File: config.mk
export PLATFORM = sky130hd
export DESIGN_NAME = prog_seq
export DESIGN_NICKNAME = d
export VERILOG_FILES = /design/src/rtl/prog_seq_pkg.sv /design/src/rtl/prog_seq_ret_stack.sv /design/src/rtl/prog_seq.sv
export SDC_FILE = /design/constraint.sdc
export NUM_CORES = 1
export LEC_CHECK = 0
export ABC_AREA = 0
export CAP_MARGIN = 0
export CORE_UTILIZATION = 30
export CTS_CLUSTER_SIZE = 12
export DETAILED_ROUTE_END_ITERATION = 7
export PLACE_DENSITY = 0.58
export SYNTH_ARGS = -nofsm -noshare
export SYNTH_HDL_FRONTEND = slang
export SYNTH_SLANG_ARGS = --single-unit
File: constraint.sdc
create_clock -name clk -period 3.2 [get_ports clk]
set_clock_uncertainty 0.1 [all_clocks]
set_input_delay 0.96 -clock clk [delete_from_list [all_inputs] [get_ports clk]]
set_output_delay 0.96 -clock clk [all_outputs]
set_load 0.05 [all_outputs]
File: src/rtl/prog_seq_pkg.sv
// Shared op codes and sizing helper for the programmable sequencer.
package prog_seq_pkg;

   localparam logic [2:0] OP_HOLD  = 3'b000;
   localparam logic [2:0] OP_INC   = 3'b001;
   localparam logic [2:0] OP_LOAD  = 3'b010;
   localparam logic [2:0] OP_BRREL = 3'b011;
   localparam logic [2:0] OP_CALL  = 3'b100;
   localparam logic [2:0] OP_RET   = 3'b101;

   // Width needed to count 0..depth occupied stack entries.
   function automatic int sp_width(input int depth);
      return $clog2(depth + 1);
   endfunction

endpackage

File: src/rtl/prog_seq_ret_stack.sv
// DEPTH x AW return-address LIFO with occupancy count; storage itself is not reset.
module ret_stack
   import prog_seq_pkg::*;
#(
   parameter int DEPTH = 4,
   parameter int AW    = 4
) (
   input  logic                         clk,
   input  logic                         rst_n,
   input  logic                         push,
   input  logic                         pop,
   input  logic [AW-1:0]                push_data,
   output logic [AW-1:0]                top,
   output logic [sp_width(DEPTH)-1:0]   count
);

   localparam int SPW = sp_width(DEPTH);
   localparam int IW  = (DEPTH > 1) ? $clog2(DEPTH) : 1;

   logic [AW-1:0]  mem_q [0:(2**IW)-1];
   logic [SPW-1:0] count_q;
   logic [SPW-1:0] count_d;
   logic           full_s;
   logic           empty_s;
   logic           wr_s;
   logic [IW-1:0]  wr_idx_s;
   logic [IW-1:0]  top_idx_s;

   assign full_s    = (count_q == SPW'(DEPTH));
   assign empty_s   = (count_q == {SPW{1'b0}});
   assign wr_idx_s  = count_q[IW-1:0];
   // A full power-of-two stack wraps wr_idx to 0, so top still lands on DEPTH-1.
   assign top_idx_s = wr_idx_s - IW'(1'b1);
   assign top       = empty_s ? {AW{1'b0}} : mem_q[top_idx_s];
   assign count     = count_q;

   // Occupancy update; overflow and underflow requests are ignored here.
   always_comb begin
      count_d = count_q;
      wr_s    = 1'b0;
      if (push && !full_s) begin
         wr_s    = 1'b1;
         count_d = count_q + SPW'(1'b1);
      end else if (pop && !empty_s) begin
         count_d = count_q - SPW'(1'b1);
      end else begin
         count_d = count_q;
      end
   end

   // Occupancy register.
   always_ff @(posedge clk or negedge rst_n) begin
      if (!rst_n) begin
         count_q <= {SPW{1'b0}};
      end else begin
         count_q <= count_d;
      end
   end

   // Entry storage.
   always_ff @(posedge clk) begin
      if (wr_s) begin
         mem_q[wr_idx_s] <= push_data;
      end
   end

endmodule

File: src/rtl/prog_seq.sv
// Program-counter sequencer: step, load, relative branch, call/return with sticky error.
module prog_seq
   import prog_seq_pkg::*;
#(
   parameter int AW    = 4,
   parameter int TW    = 8,
   parameter int DEPTH = 4
) (
   input  logic                         clk,
   input  logic                         rst_n,
   input  logic                         en,
   input  logic [2:0]                   op,
   input  logic [TW-1:0]                target,
   input  logic                         err_clr,
   output logic [AW-1:0]                pc,
   output logic [sp_width(DEPTH)-1:0]   sp,
   output logic                         stk_full,
   output logic                         stk_empty,
   output logic                         err
);

   localparam int SPW = sp_width(DEPTH);

   logic [AW-1:0]  pc_q;
   logic [AW-1:0]  pc_d;
   logic           err_q;
   logic           err_d;
   logic           push_s;
   logic           pop_s;
   logic [AW-1:0]  ret_addr_s;
   logic [AW-1:0]  top_s;
   logic [SPW-1:0] sp_s;

   ret_stack #(
      .DEPTH (DEPTH),
      .AW    (AW)
   ) u_stack (
      .clk       (clk),
      .rst_n     (rst_n),
      .push      (push_s),
      .pop       (pop_s),
      .push_data (ret_addr_s),
      .top       (top_s),
      .count     (sp_s)
   );

   if (TW > AW) begin : g_upper
      // Bits above AW cannot affect an AW-bit result, even for sign-extended offsets.
      logic unused_target_s;
      assign unused_target_s = ^target[TW-1:AW];
   end

   assign ret_addr_s = pc_q + AW'(1'b1);
   assign sp         = sp_s;
   assign stk_full   = (sp_s == SPW'(DEPTH));
   assign stk_empty  = (sp_s == {SPW{1'b0}});
   assign pc         = pc_q;
   assign err        = err_q;

   // Op decode; error set is evaluated after clear so a same-cycle error wins.
   always_comb begin
      pc_d   = pc_q;
      err_d  = err_q;
      push_s = 1'b0;
      pop_s  = 1'b0;
      if (err_clr) begin
         err_d = 1'b0;
      end else begin
         err_d = err_q;
      end
      if (en) begin
         case (op)
            OP_HOLD:  pc_d = pc_q;
            OP_INC:   pc_d = pc_q + AW'(1'b1);
            OP_LOAD:  pc_d = target[AW-1:0];
            OP_BRREL: pc_d = pc_q + target[AW-1:0];
            OP_CALL: begin
               if (stk_full) begin
                  err_d = 1'b1;
               end else begin
                  push_s = 1'b1;
                  pc_d   = target[AW-1:0];
               end
            end
            OP_RET: begin
               if (stk_empty) begin
                  err_d = 1'b1;
               end else begin
                  pop_s = 1'b1;
                  pc_d  = top_s;
               end
            end
            default: err_d = 1'b1;
         endcase
      end else begin
         pc_d = pc_q;
      end
   end

   // Architectural state registers.
   always_ff @(posedge clk or negedge rst_n) begin
      if (!rst_n) begin
         pc_q  <= {AW{1'b0}};
         err_q <= 1'b0;
      end else begin
         pc_q  <= pc_d;
         err_q <= err_d;
      end
   end

endmodule

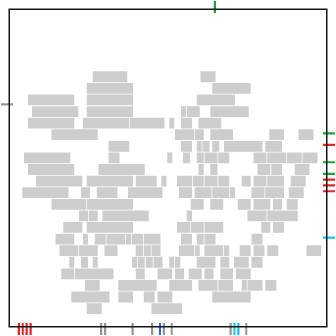
(run_1/pins.png)
Pins as bars across the die edge, other pins in grey.
Key: blue = en [pins 1, direction input, edge bottom]; red = target [pins 8, direction input, edge 4 right, 4 bottom]; green = pc [pins 4, direction output, edge 3 right, 1 top]; cyan = op [pins 3, direction input, edge 2 bottom, 1 right]
All pins by edge: 15 bottom, 8 right, 1 left, 1 top.

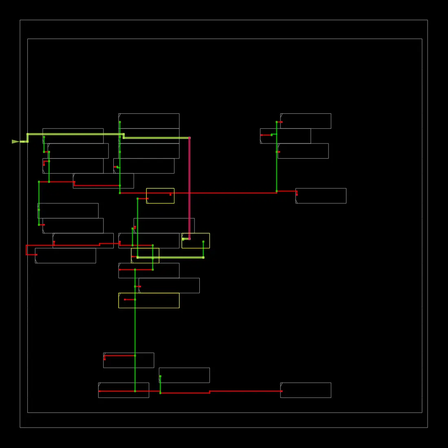
(run_1/final_clocks.png)
worst skew pair latency: 0.26 ns
number of clock buffers in the layout: 3
cts bufs inserted: 3
clock sink total: 24

==> flow_summary.yaml, run 1 <==
# implementation run metrics
critical_path:
  cp_num_cells: 7
  crit_buf_inv: 1
  cp_data_arrival_time_ns: 3.01
  path_cells: "clkdlybuf4s50_1 -> ha_1 -> fa_1 -> mux2_2 -> a221oi_1 -> a21oi_1 -> mux2_4"
  ff2ff_path_depth: 6
  cp-end-kind: "flip-flop"
  critPathMaxStageDelay_ns: 0.44
power:
  power.share.switching_pct: 40.6
floorplan:
  fp_util_pct: 32.0
  taps: 67
  core-area_um2: 4880
clocking:
  cts_hold_buf: 0
synth:
  ys_ff: 24
  common_cells: "edfxtp_1 (16), ha_1 (13), inv_1 (9)"
  top_area_share_pct: 30.8
  logic_family: "AND-OR/OR-AND gates"
  aoi_share_pct: 12.7
  ys_warn_count: 0
  yosys_area_um2: 1560
  synthCells: 125
routing:
  drc: 0
  first_iter_violations: 82
  totalWireLength_um: 3280
  wl_met1_um: 1590
  ant_nets: 0
finish:
  comb_cells: 86
  regMostFlops: "u_stack.mem_q"
  clock_area_share_pct: 3.67
  flop-count: 24
final_timing:
  setup_tns_ns: 0
  setup_viol: 0
  max_freq_ghz: 0.339
  timing.final.crit_share_pct: 92.2
hold_path:
  hold_path_end: "err"
status:
  status: "finished clean"
placement:
  pre_cts_ws_ns: -0.0335
global_route:
  antenna_found_initial: 0
flow_run:
  drv_cap: 0
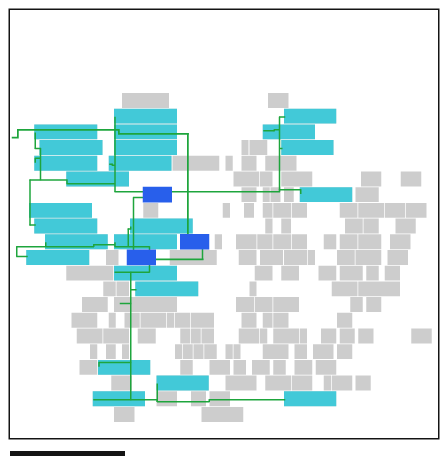
(run_1/clock_map.png)
The bar under the picture is 20 um long.
Key: green = clock wires [length 290 um]; blue = cells driving clock nets [count 3]; cyan = flip-flops [count 24]
There are 4 routed clock nets.

==> run_1/metal_stack.png <==
The bar under the picture is 20 um long.
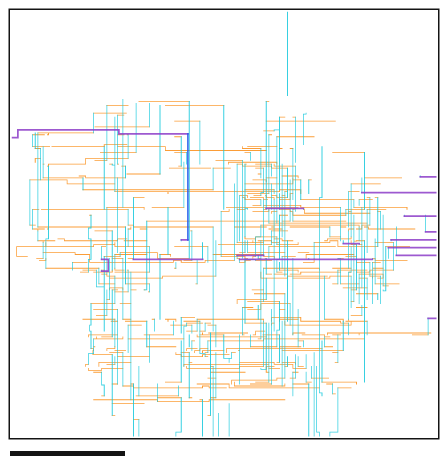

## Run 2: what changed since run 1
--- a/config.mk
+++ b/config.mk
@@ -7,10 +7,11 @@
 export LEC_CHECK = 0
 export ABC_AREA = 0
 export CAP_MARGIN = 0
-export CORE_UTILIZATION = 30
+export CORE_UTILIZATION = 50
+export CTS_BUF_LIST = sky130_fd_sc_hd__clkbuf_2 sky130_fd_sc_hd__clkbuf_4 sky130_fd_sc_hd__clkbuf_8
 export CTS_CLUSTER_SIZE = 12
 export DETAILED_ROUTE_END_ITERATION = 7
-export PLACE_DENSITY = 0.58
+export PLACE_DENSITY = 0.83
 export SYNTH_ARGS = -nofsm -noshare
 export SYNTH_HDL_FRONTEND = slang
 export SYNTH_SLANG_ARGS = --single-unit
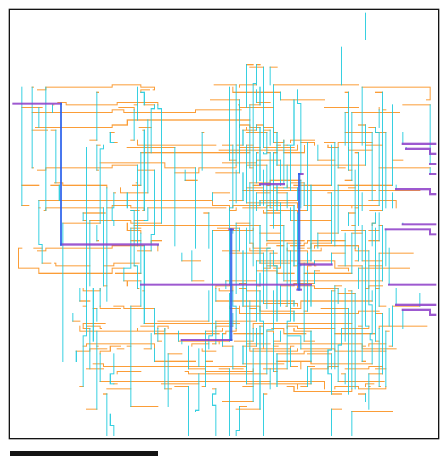
(run_2/metal_stack.png)
The bar under the picture is 20 um long.
Key: purple = met3 [wire length 102 um]; blue = met4 [wire length 49.6 um]; cyan = met2 [wire length 1490 um]; orange = met1 [wire length 1360 um]

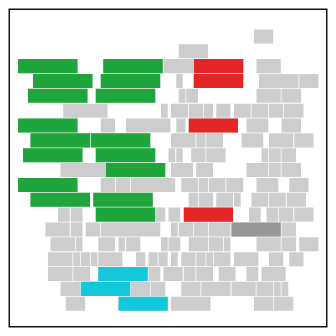
(run_2/registers.png)
Other sequential cells in the stronger grey, the rest of the logic in the fainter grey.
Key: cyan = u_stack.count [sequential cells 3]; green = u_stack.mem_q [sequential cells 16]; red = pc [sequential cells 4]
Another 1 sequential cells are not coloured.

==> run 2 against run 1 <==
Net effect:
- the run now ends with design-rule violations left
- utilization rose by 26 points
- non-clock buffer count is 2 lower
- first-iteration DRC count shrank 68%
- worst setup slack lost 0.018 ns
- register-to-register slack worse by 0.18 ns
- clock power decreased by about 20%
- sequential power about the same
- cell area decreased by 4.1%
==> flow_summary.yaml, run 2 <==
# implementation run metrics
clocking:
  cts_sinks: 24
  cts_tree: "yes"
  cts_hold_buf: 0
  clock_latency_ns: 0.30
critical_path:
  r2r_end: "u_stack.count[2]"
  crit_buf_inv: 1
  cp_num_cells: 7
  cp_data_arrival_time_ns: 3.07
  ff2ff_path_depth: 10
  path_cells: "clkdlybuf4s50_1 -> ha_1 -> fa_1 -> mux2_2 -> a221oi_1 -> a21oi_1 -> mux2_4"
  cp-end-kind: "flip-flop"
  critPathMaxStageDelay_ns: 0.44
  crit_family: "adder cells"
routing:
  vias: 1100
  wl_met1_um: 1360
  first_iter_violations: 26
  drc: 4
  wl_per_cell_um: 16.3
  totalWireLength_um: 3000
  ant_nets: 0
finish:
  clock_area_share_pct: 2.82
  comb_cells: 86
  area_delta_synth_final_pct: 19.5
  clock_buffers: 3
  regMostFlops: "u_stack.mem_q"
  flop-count: 24
synth:
  ys_sh_mux_pct: 9.86
  ys_ff: 24
  common_cells: "edfxtp_1 (16), ha_1 (13), inv_1 (9)"
  synthCells: 125
  ys_seq_share_pct: 43.6
  ys_warn_count: 0
  top_area_share_pct: 30.8
  logic_family: "AND-OR/OR-AND gates"
  aoi_share_pct: 12.7
floorplan:
  taps: 31
  core-area_um2: 2850
  fp_util_pct: 54.7
hold_path:
  hold_path_end: "err"
final_timing:
  timing.final.crit_share_pct: 92.8
  max_freq_ghz: 0.337
  setup_viol: 0
  setup_tns_ns: 0
global_route:
  antenna_found_initial: 0
  use_met1_pct: 24.8
placement:
  pre_cts_ws_ns: -0.107
power:
  seqPwrFrac_pct: 33.9
  power.share.switching_pct: 40.9
  p_sw_uw: 615
status:
  violations: "design-rule violations"
  status: "finished, violations left"
flow_run:
  drv_cap: 0
==> run_2/pins.png <==
Pins as bars across the die edge, other pins in grey.
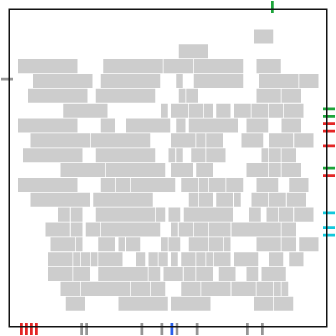

## Run 3: what changed since run 2
--- a/config.mk
+++ b/config.mk
@@ -14,4 +14,5 @@
 export PLACE_DENSITY = 0.83
 export SYNTH_ARGS = -nofsm -noshare
 export SYNTH_HDL_FRONTEND = slang
+export SYNTH_HIERARCHICAL = 1
 export SYNTH_SLANG_ARGS = --single-unit
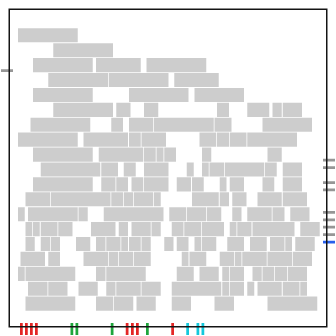
(run_3/pins.png)
Pins as bars across the die edge, other pins in grey.
Key: blue = en [pins 1, direction input, edge right]; cyan = op [pins 3, direction input, edge bottom]; red = target [pins 8, direction input, edge bottom]; green = pc [pins 4, direction output, edge bottom]

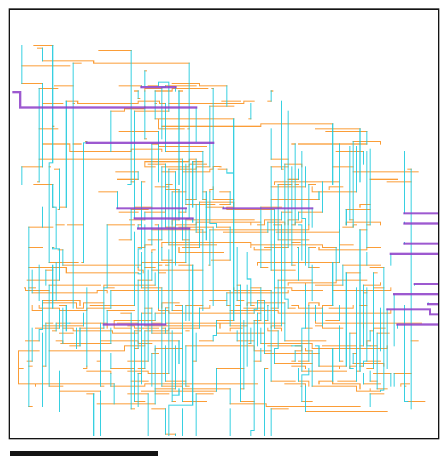
(run_3/metal_stack.png)
The bar under the picture is 20 um long.
Key: purple = met3 [wire length 134 um]; cyan = met2 [wire length 1640 um]; orange = met1 [wire length 1380 um]

==> run 3 against run 2 <==
Net effect:
- the run still ends with design-rule violations left
- maximum frequency is 3.0% lower
- global-route usage is 1.9 points higher
- critical endpoint is now u_stack/count[2]
- non-clock buffer count is 1 lower
- flip-flop count stayed put
- wire length is 5.3% higher
- register-to-register slack better by 0.09 ns
- clock-buffer cell count stayed put
- sequential power is 2% lower
- clock power is 4% higher
- via count is 0.82% higher
- largest power group unchanged
- sequential share of layout area is 0.22 points lower
==> flow_summary.yaml, run 3 <==
# implementation run metrics
status:
  status: "finished, violations left"
  violations: "design-rule violations"
critical_path:
  critPathMaxStageDelay_ns: 0.48
  cp_num_cells: 11
  cp_data_arrival_time_ns: 3.15
  ff2ff_path_depth: 9
  cp-end-kind: "flip-flop"
  crit_buf_inv: 3
  r2r_end: "u_stack/count[2]"
finish:
  comb_cells: 92
  area_delta_synth_final_pct: 21.2
  flop-count: 24
  lay_top_cells: "clkdlybuf4s50_1 (19), edfxtp_1 (16), ha_1 (12), inv_1 (11)"
  clock_buffers: 3
  regMostFlops: "u_stack/mem_q"
routing:
  ant_nets: 0
  totalWireLength_um: 3160
  wl_met1_um: 1380
  drc: 1
  first_iter_violations: 32
  wl_per_cell_um: 16.5
  vias: 1109
synth:
  ys_seq_share_pct: 43.9
  top_area_share_pct: 31.0
  syn_avg_cell_area_um2: 11.8
  ys_warn_count: 6
  synthCells: 131
  ys_sh_mux_pct: 7.19
  aoi_share_pct: 13.9
flow_run:
  drv_cap: 0
final_timing:
  timing.final.crit_share_pct: 95.6
  setup_viol: 0
  setup_tns_ns: 0
  max_freq_ghz: 0.327
floorplan:
  fp_util_pct: 54.3
  core-area_um2: 2850
  taps: 31
hold_path:
  hold_path_end: "err"
power:
  power.share.switching_pct: 42.6
  p_sw_uw: 672
global_route:
  use_met1_pct: 28.1
  grtUsageMet2_pct: 36.9
clocking:
  cts_tree: "yes"
  cts_sinks: 24
  clock_latency_ns: 0.31
placement:
  pre_cts_ws_ns: -0.175
Power is estimated from default activity; no workload was simulated.
